**config.mk**
```make
export PLATFORM = sky130hd
export DESIGN_NAME = vco_band_cal
export DESIGN_NICKNAME = d
export VERILOG_FILES = /design/src/rtl/vco_cal_pkg.sv /design/src/rtl/sync_edge_det.sv /design/src/rtl/vco_band_cal.sv
export SDC_FILE = /design/constraint.sdc
export NUM_CORES = 1
export LEC_CHECK = 0
export ABC_AREA = 1
export CORE_ASPECT_RATIO = 1.75
export CORE_MARGIN = 10
export CORE_UTILIZATION = 40
export CTS_BUF_LIST = sky130_fd_sc_hd__clkbuf_8 sky130_fd_sc_hd__clkbuf_16
export CTS_CLUSTER_DIAMETER = 150
export DETAILED_ROUTE_END_ITERATION = 16
export SETUP_SLACK_MARGIN = 0.2
export SLEW_MARGIN = 10
export SYNTH_ARGS = -nofsm -noshare
export SYNTH_HDL_FRONTEND = slang
export SYNTH_SLANG_ARGS = --single-unit
```
**constraint.sdc**
```tcl
create_clock -name refclk -period 1.63 [get_ports refclk]
set_input_delay 0.163 -clock refclk [delete_from_list [all_inputs] [get_ports refclk]]
set_output_delay 0.163 -clock refclk [all_outputs]
set_load 0.02 [all_outputs]
```
**src/rtl/vco_cal_pkg.sv**
```systemverilog
// Shared types and default widths for the VCO coarse-band calibration block
// and the VCO model used alongside it.
package vco_cal_pkg;

  localparam int TUNE_W = 5;
  localparam int CNT_W  = 12;

  typedef enum logic [2:0] {
    IDLE    = 3'd0,
    SETTLE  = 3'd1,
    MEASURE = 3'd2,
    DECIDE  = 3'd3,
    DONE    = 3'd4
  } cal_state_t;

endpackage

```
**src/rtl/sync_edge_det.sv**
```systemverilog
// Two-flop synchronizer for the asynchronous divided VCO clock followed by a
// rising-edge detector; one refclk-wide pulse per vco_div rising edge.
module sync_edge_det (
  input  logic refclk,
  input  logic rst_n,
  input  logic d,
  output logic pulse
);

  logic meta_r;
  logic sync_r;
  logic hist_r;

  // meta_r may go metastable; only sync_r and hist_r feed logic
  always_ff @(posedge refclk or negedge rst_n) begin
    if (!rst_n) begin
      meta_r <= 1'b0;
      sync_r <= 1'b0;
      hist_r <= 1'b0;
    end else begin
      meta_r <= d;
      sync_r <= meta_r;
      hist_r <= sync_r;
    end
  end

  assign pulse = sync_r & ~hist_r;

endmodule

```
**src/rtl/vco_band_cal.sv**
```systemverilog
// VCO coarse-band calibration: counts divided-VCO edges over a refclk window
// and successively approximates the tune code toward the target count.
module vco_band_cal #(
  parameter int                TUNE_W     = vco_cal_pkg::TUNE_W,
  parameter int                CNT_W      = vco_cal_pkg::CNT_W,
  parameter int                WIN_CYC    = 1024,
  parameter int                SETTLE_CYC = 64,
  parameter logic [TUNE_W-1:0] TUNE_RST   = {1'b0, {(TUNE_W-1){1'b1}}}
) (
  input  logic              refclk,
  input  logic              rst_n,
  input  logic              start,
  input  logic [CNT_W-1:0]  target_cnt,
  input  logic              vco_div,
  output logic [TUNE_W-1:0] tune,
  output logic              vctrl_hold,
  output logic              busy,
  output logic              done,
  output logic              cal_err,
  output logic [CNT_W-1:0]  meas_cnt
);

  import vco_cal_pkg::*;

  localparam int                TIM_W       = $clog2(WIN_CYC + SETTLE_CYC + 1);
  localparam int                BIT_W       = (TUNE_W > 1) ? $clog2(TUNE_W) : 1;
  localparam logic [TIM_W-1:0]  SETTLE_LAST = TIM_W'(SETTLE_CYC - 1);
  localparam logic [TIM_W-1:0]  WIN_LAST    = TIM_W'(WIN_CYC - 1);
  localparam logic [CNT_W-1:0]  CNT_MAX     = {CNT_W{1'b1}};
  localparam logic [TUNE_W-1:0] TUNE_MID    = {1'b1, {(TUNE_W-1){1'b0}}};
  localparam logic [BIT_W-1:0]  BIT_TOP     = BIT_W'(TUNE_W - 1);

  cal_state_t        state_r;
  logic [BIT_W-1:0]  bit_idx_r;
  logic [TIM_W-1:0]  tim_r;
  logic [CNT_W-1:0]  edge_cnt_r;
  logic [CNT_W-1:0]  target_r;
  logic              edge_pulse_s;
  logic [CNT_W-1:0]  edge_inc_s;
  logic [TUNE_W-1:0] tune_dec_s;
  logic              clear_s;
  logic              err_s;

  sync_edge_det u_sync (
    .refclk (refclk),
    .rst_n  (rst_n),
    .d      (vco_div),
    .pulse  (edge_pulse_s)
  );

  // Saturating edge count including a pulse landing in the current cycle
  always_comb begin
    if (edge_pulse_s && (edge_cnt_r != CNT_MAX)) begin
      edge_inc_s = edge_cnt_r + CNT_W'(1);
    end else begin
      edge_inc_s = edge_cnt_r;
    end
  end

  // SAR step: ties clear the trial bit; the next lower bit becomes the new trial
  always_comb begin
    clear_s = (meas_cnt >= target_r);
    for (int i = 0; i < TUNE_W; i++) begin
      if (i == int'(bit_idx_r)) begin
        tune_dec_s[i] = tune[i] & ~clear_s;
      end else if ((i + 1) == int'(bit_idx_r)) begin
        tune_dec_s[i] = 1'b1;
      end else begin
        tune_dec_s[i] = tune[i];
      end
    end
    err_s = ((&tune) && (meas_cnt < target_r)) || ((~|tune) && (meas_cnt > target_r));
  end

  // Calibration sequencer, SAR register and window/settle timing
  always_ff @(posedge refclk or negedge rst_n) begin
    if (!rst_n) begin
      state_r    <= IDLE;
      tune       <= TUNE_RST;
      bit_idx_r  <= '0;
      tim_r      <= '0;
      edge_cnt_r <= '0;
      target_r   <= '0;
      meas_cnt   <= '0;
      busy       <= 1'b0;
      vctrl_hold <= 1'b0;
      done       <= 1'b0;
      cal_err    <= 1'b0;
    end else begin
      case (state_r)
        IDLE, DONE: begin
          if (start) begin
            target_r   <= target_cnt;
            tune       <= TUNE_MID;
            bit_idx_r  <= BIT_TOP;
            tim_r      <= '0;
            done       <= 1'b0;
            cal_err    <= 1'b0;
            busy       <= 1'b1;
            vctrl_hold <= 1'b1;
            state_r    <= SETTLE;
          end else if (state_r == DONE) begin
            busy       <= 1'b0;
            vctrl_hold <= 1'b0;
            done       <= 1'b1;
            cal_err    <= err_s;
          end else begin
            busy       <= 1'b0;
            vctrl_hold <= 1'b0;
          end
        end
        SETTLE: begin
          if (tim_r == SETTLE_LAST) begin
            tim_r      <= '0;
            edge_cnt_r <= '0;
            state_r    <= MEASURE;
          end else begin
            tim_r <= tim_r + TIM_W'(1);
          end
        end
        MEASURE: begin
          edge_cnt_r <= edge_inc_s;
          if (tim_r == WIN_LAST) begin
            tim_r    <= '0;
            meas_cnt <= edge_inc_s;
            state_r  <= DECIDE;
          end else begin
            tim_r <= tim_r + TIM_W'(1);
          end
        end
        DECIDE: begin
          tune <= tune_dec_s;
          if (bit_idx_r != '0) begin
            bit_idx_r <= bit_idx_r - BIT_W'(1);
            state_r   <= SETTLE;
          end else begin
            state_r <= DONE;
          end
        end
        default: begin
          state_r <= IDLE;
        end
      endcase
    end
  end

endmodule
```
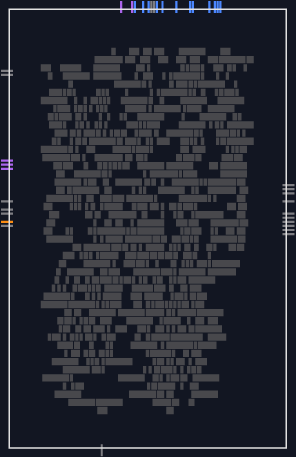
(ports around the boundary)
Scale: 3 px per um. Pins as bars across the die edge, other pins in gray.
[purple] tune | pins: 5 | direction: output | edge: 3 west, 2 north
[orange] vctrl_hold | pins: 1 | direction: output | edge: west
[blue] target_cnt | pins: 12 | direction: input | edge: north
all pins by edge: 16 north, 10 west, 10 east, 1 south
chip width: 91.9 um
floorplan die height: 146 um
Port Buf Inserts: 36

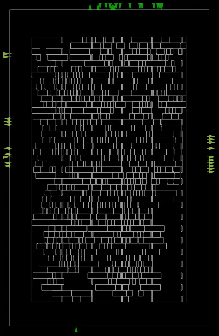
(cell placement)
final standard cell utilization of the core: 60.8%
Core Area: 8730 um^2
tally of filler cells in the layout: 756

==> run summary <==
Item: results of the latest flow run.

- Tap insertion was completed with 117 tapcells.
- The via count of the first global-routing pass was 3330.
- The multi-input combinational gate total is 332.
- On met3, the global router reports a usage of 4.23%.
- The initial core utilization is 41.4%.
- The post-detailed-route wirelength per cell is 14.1 um.
- The final-layout clock-cell area share is 5.80%.
- The number of antenna violations at the first check in global routing is 0.
- The layout-stage area growth over the synthesis result is 46.9%.
- The layout has 83 buffers outside the clock class.
- The clock H-tree reported by CTS has 3 levels.
- The global router reports that the layer with the highest usage is met2.
- The first-pass GRT wire length is 15600 um.
- The required time of the critical path is 1900 ps.
- The top cell class by occupied area is combinational gates.
- Looking at the gate-level netlist, the highest instance count belongs to sky130_fd_sc_hd__nand2_1.
- The origin of the critical flop-to-flop path is tim_r[1].
- The max-cap check violation count is 0.
- The worst-skew pair later-pin latency is 340 ps.
- The placement stage leaves a total instance area of 4390 um^2.
- Setup slack closes at 4.31 ps.
- After layout, the design draws a total of 0.00571 W.
- The HPWL after detailed placement is 6850 um.
- Sequential elements use 44.4% of the synthesized area.
- The power share of the clock group is 34.5%.
- Per the gpl log, the routability congestion estimate is 0.943.
- The proportion of layout cells with a drive suffix above 1 is 34.5%.
- The total instance count after detailed placement is 640.
- The share of the synthesized area in the top cell type is 41.5%.
- Per the synthesis report, the adder-cell share of the synthesized area is 6.58%.
- The total count of max-transition violations in the final report is 0.
- CTS added clock buffers totalling 9.
- The count of instantiated cells in the yosys netlist is 469.
- After layout, the worst path uses 99.7% of the clock period.
- The net switching power figure is 0.00189 W.
- Clock tree synthesis selected as its root buffer the cell sky130_fd_sc_hd__clkbuf_16.
- The startpoint of the most critical setup path is tim_r[1].
- The largest registers in the layout are edge_cnt_r x12, meas_cnt x12, target_r x12.
- Summing all flip-flop and latch instances after layout gives 1620 um^2.
- The multi-input logic area is 2240 um^2.
- At the placement stage, the worst setup path has a slack of -48.3 ps.
- The simple-gate share of the synthesized area is 30.4%.
- During synthesis, Yosys emitted a total of 0 warnings.
- For this design the top-level I/O count stands at 37.
- The tightest hold path in the finished design has a slack of 269 ps.
- The commonest cells after synthesis are sky130_fd_sc_hd__nand2_1 (151), sky130_fd_sc_hd__inv_1 (62), sky130_fd_sc_hd__dfrtp_1 (60).
- The netlist area before placement is 3610 um^2.
- Endpoints with negative setup slack in the final report add up to 0.
- The final number of hold-violating endpoints is 0.
- Setup repair after global routing could not meet its margin everywhere.
- The synthesized-area fraction occupied by xor and xnor cells is 3.63%.
- Of all nets on the critical path, the largest fanout is 6.
- Summed over all layers, the global routing overflow is 0.
- When the netlist entered floorplanning its net count stood at 504.
- The routing usage on met1 is 14.2%.
- The OpenROAD report gives the critical path a data arrival time of 1900 ps.
- The clock tree from TritonCTS is built.
- The heaviest power group is registers.
- The number of hold buffers added after CTS was 1.
- The post-synth count of flops with an enable pin is 0.
- The global router's overall resource usage is 14.6%.
- Looking at the reg2reg group, the worst path ends at meas_cnt[5].
- The flow ran to the end, and the final reports show no timing, DRC or antenna violations.
- The count of cell types in the netlist is 28.
- sky130_fd_sc_hd__dfrtp_1 takes more of the synthesized area than any other cell.
- The worst voltage drop across the vdd grid is 0.000756 V.
- The number of cells on the worst reg-to-reg path is 10.
- Counting along the longest clock path gives a buffer depth of 2.
- The post-layout instance area is 5310 um^2.
- The data-path buffer share of cell area in the final layout is 14.1%.
- The first-pass detailed-route iteration total is 4.
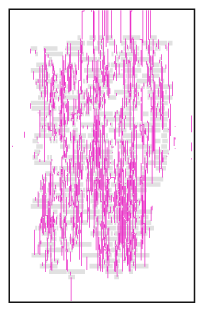
(met2 routing)
Scale: 2 px per um.
share of all routed wire: 57%
wire length on this layer: 5430 um
longest straight run: 56.8 um
nets with wire on the layer: 503
vias post-DR: 3300
met2 track demand over resource in global routing: 26.9%

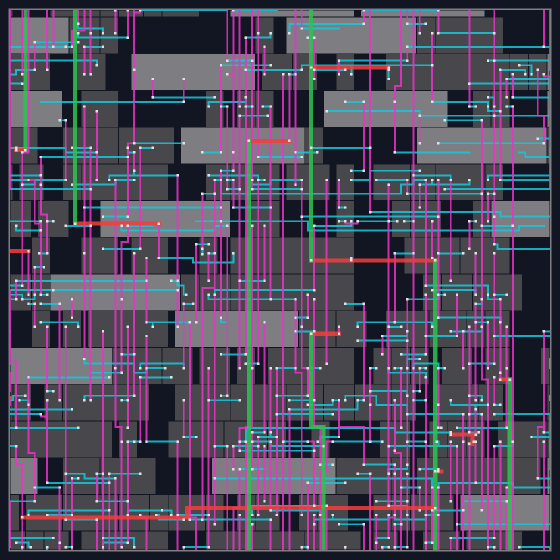
(zoomed window)
Region (26, 53) to (66, 93) um. Cells in gray, sequential cells in the stronger gray; small squares are vias.
[cyan] metal 1
[green] metal 4
[magenta] metal 2
[red] metal 3
cells with their middle in the window: 135
netlist names of flops here include: edge_cnt_r (4), meas_cnt (4), state_r (2)
sequential cells in the window: 11
most frequent: nand2_1 (30), buf_4 (13), inv_1 (11)

[worst max-delay path, cell delays in order (launching register included)]
cell	delay (ps)
sky130_fd_sc_hd__dfrtp_1	360
sky130_fd_sc_hd__ha_2	190
sky130_fd_sc_hd__nand2_2	50
sky130_fd_sc_hd__nor2_2	110
sky130_fd_sc_hd__nand2_2	100
sky130_fd_sc_hd__nor2_4	130
sky130_fd_sc_hd__nand3_4	100
sky130_fd_sc_hd__nor2_4	180
sky130_fd_sc_hd__buf_6	170
sky130_fd_sc_hd__nand3_1	90
sky130_fd_sc_hd__nand2_1	60
[cell usage in the layout (no fill, tap or decap), types with 10 or more instances in the layout]
cell type,count
sky130_fd_sc_hd__nand2_1,122
sky130_fd_sc_hd__dfrtp_1,50
sky130_fd_sc_hd__inv_1,48
sky130_fd_sc_hd__buf_4,35
sky130_fd_sc_hd__nand3_1,24
sky130_fd_sc_hd__nand2_2,23
sky130_fd_sc_hd__nor2_1,23
sky130_fd_sc_hd__o21ai_0,21
sky130_fd_sc_hd__dlygate4sd2_1,18
sky130_fd_sc_hd__inv_2,15
sky130_fd_sc_hd__xor2_1,14
sky130_fd_sc_hd__clkdlybuf4s50_1,14
sky130_fd_sc_hd__nand3_4,13
sky130_fd_sc_hd__nand2_4,11
sky130_fd_sc_hd__ha_1,11
sky130_fd_sc_hd__dfrtp_2,10
[cells by family (layout without fill, tap and decap cells)]
logic type	count (synthesis)	count (layout)
AND-OR/OR-AND	45	45
XOR/XNOR	15	15
adder cells (fa/ha/maj)	19	19
buffers and inverters	74	164
flip-flops	64	64
AND/OR/NAND/NOR	252	253
Power figures rest on the tool's default switching activity, not on a simulated workload.
